File: src/rtl/vehicle_safety_pkg.sv
// Shared types for the vehicle safety sequencer: FSM state encoding and a
// counter-width helper.
package vehicle_safety_pkg;

  localparam int STATE_W = 3;

  typedef enum logic [STATE_W-1:0] {
    IDLE       = 3'd0,
    DRIVING    = 3'd1,
    OUT_OF_GAS = 3'd2,
    HALTED     = 3'd3,
    ARRIVED    = 3'd4
  } state_t;

  // Bits needed to hold values 0..max_val, never less than one.
  function automatic int cnt_width(input int max_val);
    return (max_val < 2) ? 1 : $clog2(max_val + 1);
  endfunction

endpackage

File: src/rtl/vehicle_safety_sequencer_overheat_filter.sv
// Overheat filter: debounces cpu_overheated into a shut request and holds it
// until the sensor has stayed low for the cooldown period.
module overheat_filter
  import vehicle_safety_pkg::*;
#(
  parameter int OVH_DEBOUNCE = 4,
  parameter int COOLDOWN     = 16
) (
  input  logic clk,
  input  logic areset,
  input  logic cpu_overheated,
  output logic shut,
  output logic shut_rise
);

  localparam int MAX_RUN = (OVH_DEBOUNCE > COOLDOWN) ? OVH_DEBOUNCE : COOLDOWN;
  localparam int CNT_W   = cnt_width(MAX_RUN);

  // One run counter serves both phases: high samples while running,
  // low samples while shut.
  logic [CNT_W-1:0] run_cnt;

  // NOTE: state registers use non-blocking assignments so every flop samples
  // the pre-edge values, independent of statement order.
  always_ff @(posedge clk or posedge areset) begin
    if (areset) begin
      shut      <= 1'b0;
      shut_rise <= 1'b0;
      run_cnt   <= '0;
    end else begin
      shut_rise <= 1'b0;
      if (!shut) begin
        if (!cpu_overheated) begin
          run_cnt <= '0;
        end else if (run_cnt == CNT_W'(OVH_DEBOUNCE - 1)) begin
          shut      <= 1'b1;
          shut_rise <= 1'b1;
          run_cnt   <= '0;
        end else begin
          run_cnt <= run_cnt + 1'b1;
        end
      end else begin
        if (cpu_overheated) begin
          run_cnt <= '0;
        end else if (run_cnt == CNT_W'(COOLDOWN - 1)) begin
          shut    <= 1'b0;
          run_cnt <= '0;
        end else begin
          run_cnt <= run_cnt + 1'b1;
        end
      end
    end
  end

endmodule

File: src/rtl/vehicle_safety_sequencer.sv
// Trip sequencer: overheat filter, trip FSM and overheat event counter.
// Optional trip watchdog is built when SAFETY_SEQ_WATCHDOG_EN is defined.
module vehicle_safety_sequencer
  import vehicle_safety_pkg::*;
#(
  parameter int OVH_DEBOUNCE = 4,
  parameter int COOLDOWN     = 16,
  parameter int EVT_W        = 8,
  parameter int TRIP_TIMEOUT = 1024
) (
  input  logic             clk,
  input  logic             areset,
  input  logic             cpu_overheated,
  input  logic             arrived,
  input  logic             gas_tank_empty,
  input  logic             trip_start,
  input  logic             refuel_done,
  output logic             shut_off_computer,
  output logic             keep_driving,
  output logic [2:0]       state_o,
  output logic [EVT_W-1:0] overheat_events,
  output logic             timeout_o
);

  state_t state, state_nxt;
  logic   shut, shut_rise;
  logic   base_accept, trip_accept, tmo_hit;

  overheat_filter #(
    .OVH_DEBOUNCE (OVH_DEBOUNCE),
    .COOLDOWN     (COOLDOWN)
  ) u_filter (
    .clk            (clk),
    .areset         (areset),
    .cpu_overheated (cpu_overheated),
    .shut           (shut),
    .shut_rise      (shut_rise)
  );

  assign shut_off_computer = shut;
  assign state_o           = state;
  assign base_accept = (state == IDLE) && trip_start && !shut && !arrived && !gas_tank_empty;

`ifdef SAFETY_SEQ_WATCHDOG_EN
  localparam int TMO_W = cnt_width(TRIP_TIMEOUT);
  logic [TMO_W-1:0] trip_cnt;

  // Counts cumulative DRIVING cycles of the current trip; only a new trip clears it.
  assign trip_accept = base_accept && !timeout_o;
  assign tmo_hit     = (state == DRIVING) && (trip_cnt == TMO_W'(TRIP_TIMEOUT - 1));

  always_ff @(posedge clk or posedge areset) begin
    if (areset) begin
      trip_cnt  <= '0;
      timeout_o <= 1'b0;
    end else begin
      if (trip_accept)           trip_cnt <= '0;
      else if (state == DRIVING) trip_cnt <= trip_cnt + 1'b1;
      if (tmo_hit)               timeout_o <= 1'b1;
    end
  end
`else
  assign trip_accept = base_accept;
  assign tmo_hit     = 1'b0;
  // Watchdog not built: constant 0, expressed through the parameter so it is referenced.
  assign timeout_o   = (TRIP_TIMEOUT < 0);
`endif

  always_comb begin
    // NOTE: default assignment first keeps this block free of inferred latches.
    state_nxt = state;
    case (state)
      IDLE:       if (trip_accept) state_nxt = DRIVING;
      DRIVING: begin
        if (shut)                state_nxt = HALTED;
        else if (arrived)        state_nxt = ARRIVED;
        else if (gas_tank_empty) state_nxt = OUT_OF_GAS;
      end
      OUT_OF_GAS: begin
        if (shut)                                state_nxt = HALTED;
        else if (arrived)                        state_nxt = ARRIVED;
        else if (refuel_done && !gas_tank_empty) state_nxt = DRIVING;
      end
      HALTED: begin
        if (!shut) begin
          if (arrived)             state_nxt = ARRIVED;
          else if (gas_tank_empty) state_nxt = OUT_OF_GAS;
          else                     state_nxt = DRIVING;
        end
      end
      ARRIVED:    if (!arrived) state_nxt = IDLE;
      default:    state_nxt = IDLE;
    endcase
    if (tmo_hit) state_nxt = IDLE;
  end

  // keep_driving decodes the next state so it changes on the same edge as the FSM.
  always_ff @(posedge clk or posedge areset) begin
    if (areset) begin
      state           <= IDLE;
      keep_driving    <= 1'b0;
      overheat_events <= '0;
    end else begin
      state        <= state_nxt;
      keep_driving <= (state_nxt == DRIVING);
      if (shut_rise && (overheat_events != '1))
        overheat_events <= overheat_events + 1'b1;
    end
  end

endmodule

File: config.mk
export PLATFORM = sky130hd
export DESIGN_NAME = vehicle_safety_sequencer
export DESIGN_NICKNAME = d
export VERILOG_FILES = /design/src/rtl/vehicle_safety_pkg.sv /design/src/rtl/vehicle_safety_sequencer_overheat_filter.sv /design/src/rtl/vehicle_safety_sequencer.sv
export SDC_FILE = /design/constraint.sdc
export NUM_CORES = 1
export LEC_CHECK = 0
export CAP_MARGIN = 20
export CORE_MARGIN = 4
export CORE_UTILIZATION = 52
export CTS_CLUSTER_DIAMETER = 50
export DETAILED_ROUTE_END_ITERATION = 16
export GPL_TIMING_DRIVEN = 0
export PLACE_DENSITY = 0.94
export SYNTH_ARGS = -nofsm -noshare
export SYNTH_HDL_FRONTEND = slang
export SYNTH_SLANG_ARGS = --single-unit
File: constraint.sdc
create_clock -name clk -period 2.3 [get_ports clk]
set_input_delay 0.69 -clock clk [delete_from_list [all_inputs] [get_ports clk]]
set_output_delay 0.69 -clock clk [all_outputs]
set_load 0.05 [all_outputs]
Figure 1. Metal layers overlaid.
Two of the layers only.
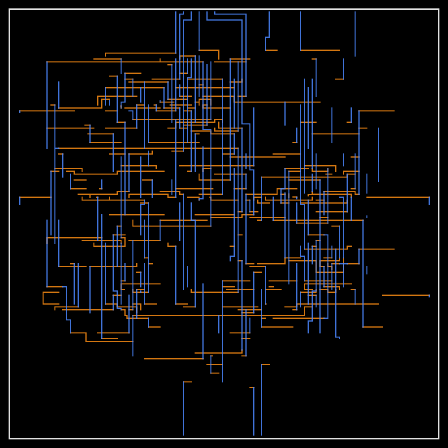
M2 -> blue  # wire length 940 um
M1 -> orange  # wire length 725 um

Figure 2. Cell area per tile.
Bar = 20 um. The die is cut into 10 by 10 equal tiles; dark purple is low, yellow is high, 0 to 100% covered.
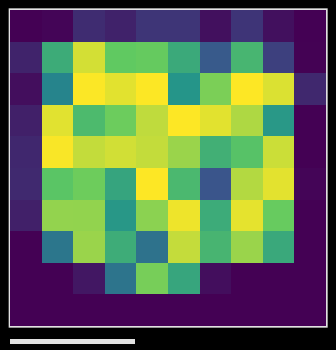
fullest tile = 100%
nearly empty tiles = 25%
mean over tiles = 46%
tiles over 75% full = 35%
Core Util at FP: 54.35%
Core Util, Final: 69.49%
core area: 1727 sq um

Figure 3. Clock nets.
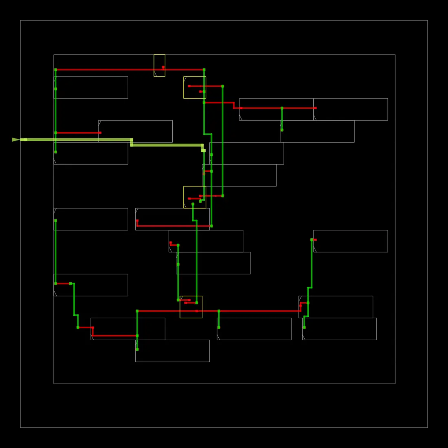
clk_buf instances: 4
worst clock skew: 0.003712 ns
clk latency late pin: 0.29 ns

Figure 4. Routed metal per tile.
The die is cut into 10 by 10 equal tiles; dark purple is low, yellow is high, scaled to the fullest tile. Values are wire area over tile area, all layers added.
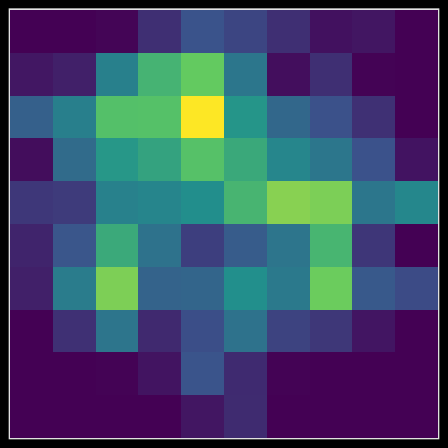
tiles over half the peak = 17%
emptiest ninth of the die = south-east
fullest tile = 0.41
mean over tiles = 0.11
nearly empty tiles = 25%

-- worst paths after layout --
path / to / from / slack [ns] / cells after the start
setup / recovery: state_o[1] / state_o[1] / 0.08 / 1
hold / removal: u_filter.run_cnt[0] / u_filter.run_cnt[0] / 0.47 / 1
setup reg to reg: overheat_events[1] / overheat_events[0] / 0.71 / 4
hold reg to reg: u_filter.run_cnt[0] / u_filter.run_cnt[0] / 0.47 / 1
max in group asynchronous: overheat_events[7] / areset / 1.05 / 2
min in group asynchronous: u_filter.run_cnt[2] / areset / 0.80 / 2
-- metal layers --
layer  GRT usage [%]  wire, um  up-vias
met1           17.59       724      364
met4           6.726         0        0
met3           3.561        83        0
met2           25.87       939       19
li1                -         -      362
met5               0         0        -
-- report_power, final --
part	total (uW)	switching [uW]	internal, uW
Sequential	344	4.53	339
Combinational	46.2	25.0	21.2
Clock	165	97.5	67.4
Total	555	127	428
-- through the flow --
step           std cells  worst slack, ns  hold WS [ns]
2_1_floorplan         88           0.4859        0.4329
3_3_place_gp         132           0.3186        0.4427
3_5_place_dp         132           0.2939        0.4562
4_1_cts              136         0.006688        0.4705
5_1_grt              136          0.01143        0.4939
6_report             136          0.07910        0.4666
-- state kept, by name (all words and copies together) (netlist names) --
signal and count:
keep_driving 1, overheat_events 8, state_o 3, u_filter.run_cnt 5
u_filter.shut 1, u_filter.shut_rise 1
-- kinds of logic (layout without fill, tap and decap cells) --
family / count (synthesis) / in the layout / synth area share [%]
adders and majority gates: 4 / 4 / 5.334
and+or+nand+nor: 29 / 29 / 17.07
AOI/OAI and AO/OA: 18 / 18 / 12.93
muxes: 6 / 6 / 7.199
buffers and inverters: 8 / 31 / 3.601
xor gates and xnor gates: 3 / 3 / 2.801
DFF: 19 / 19 / 50.67
other: 1 / 1 / 0.3996
-- layout make-up --
class,count,area share (%)
buffer,1,0.6257
inverter,7,2.190
clock buffer,4,2.190
sequential,19,39.62
multi-input combinational,61,35.77
tap,25,2.607
timing repair buffer,19,17.00
-- repair_timing --
action,CTS,global route
setup endpoints to repair,1,6
setup buffers,0,0
pin swaps,0,0
gates resized,1,6
-- layout by cell type, fill, tap and decap left out, drive strengths merged, types with 2 or more instances in the layout --
cell type / n
a211oi: 2
dfrtp: 19
nand3: 4
inv: 7
xnor2: 2
nand4: 2
clkbuf: 4
dlymetal6s2s: 6
ha: 4
a21oi: 2
nor2b: 4
nand2: 5
nor2: 6
o21ai: 6
clkdlybuf4s50: 12
mux2: 6
a31oi: 3
==> results.txt <==
run results: vias in the first global route 685, CTS tree done, family with the most delay on the worst path buffers and inverters, Log Warnings 27, drc violations 0, FF+latch count, synth 19, Slowest-stage cell, CP clkdlybuf4s50_1, Max-Cap Viols 0, Least-Margin Pin Slew 0.7066 ns, Buffers on Ports 19, Fillers 140, Row Count 15, Mapped Area 938.4 sq um, worst hold path type reg -> reg, Worst-path clk slew 0.10 ns, initial antenna violation count 0, critical setup path kind reg -> out, fraction of layout cells with a size suffix above 1 10.81%, Avg Cell Area, Syn 10.66 sq um, Design Power 554.7 uW, synthesized net count 99, Final Critical Period 2.221 ns, nature of the critical path endpoint output pin, Yosys cell types 31, status completed, Inserted Clock Buffers 3, Worst Setup Start Kind flip-flop, IO Count 21, GRT overflow 0, CP max stage delay 0.83 ns, Cell area leaders dfrtp_1 51%, mux2_2 7.2%, ha_1 5.3%, CP max FO 4, synth cell count leaders 19 x dfrtp_1, 7 x inv_1, 6 x mux2_2, 6 x nor2_1, 6 x o21ai_0, H-tree levels 1, sequential fraction of the synthesis area 50.67%, largest net degree at the start of global routing 20, critical path required time 1.61 ns, Max Root-Sink Buffers 2, Detailed Routing Iterations Pass 1 4, Post-Synthesis Cells 88, worst relative slew slack 52.84%, Initial DRC Count 18, cell type with the largest total area dfrtp_1, comb. cell area 429.2 sq um, dpl hpwl 1.271 mm, # Cells Yosys 88, Largest type area fraction 50.67%, post-layout period usage 96.56%, Max VDD drop 0.0003596 V, RSZ-0062 raised after global routing no, total track usage 15.02%, DR vias 745, Worst Path Buf+Inv 1, crit path DAT 1.53 ns, Placed Area 1160 sq um, Setup-failing EPs final 0
Power is estimated from default activity; no workload was simulated.
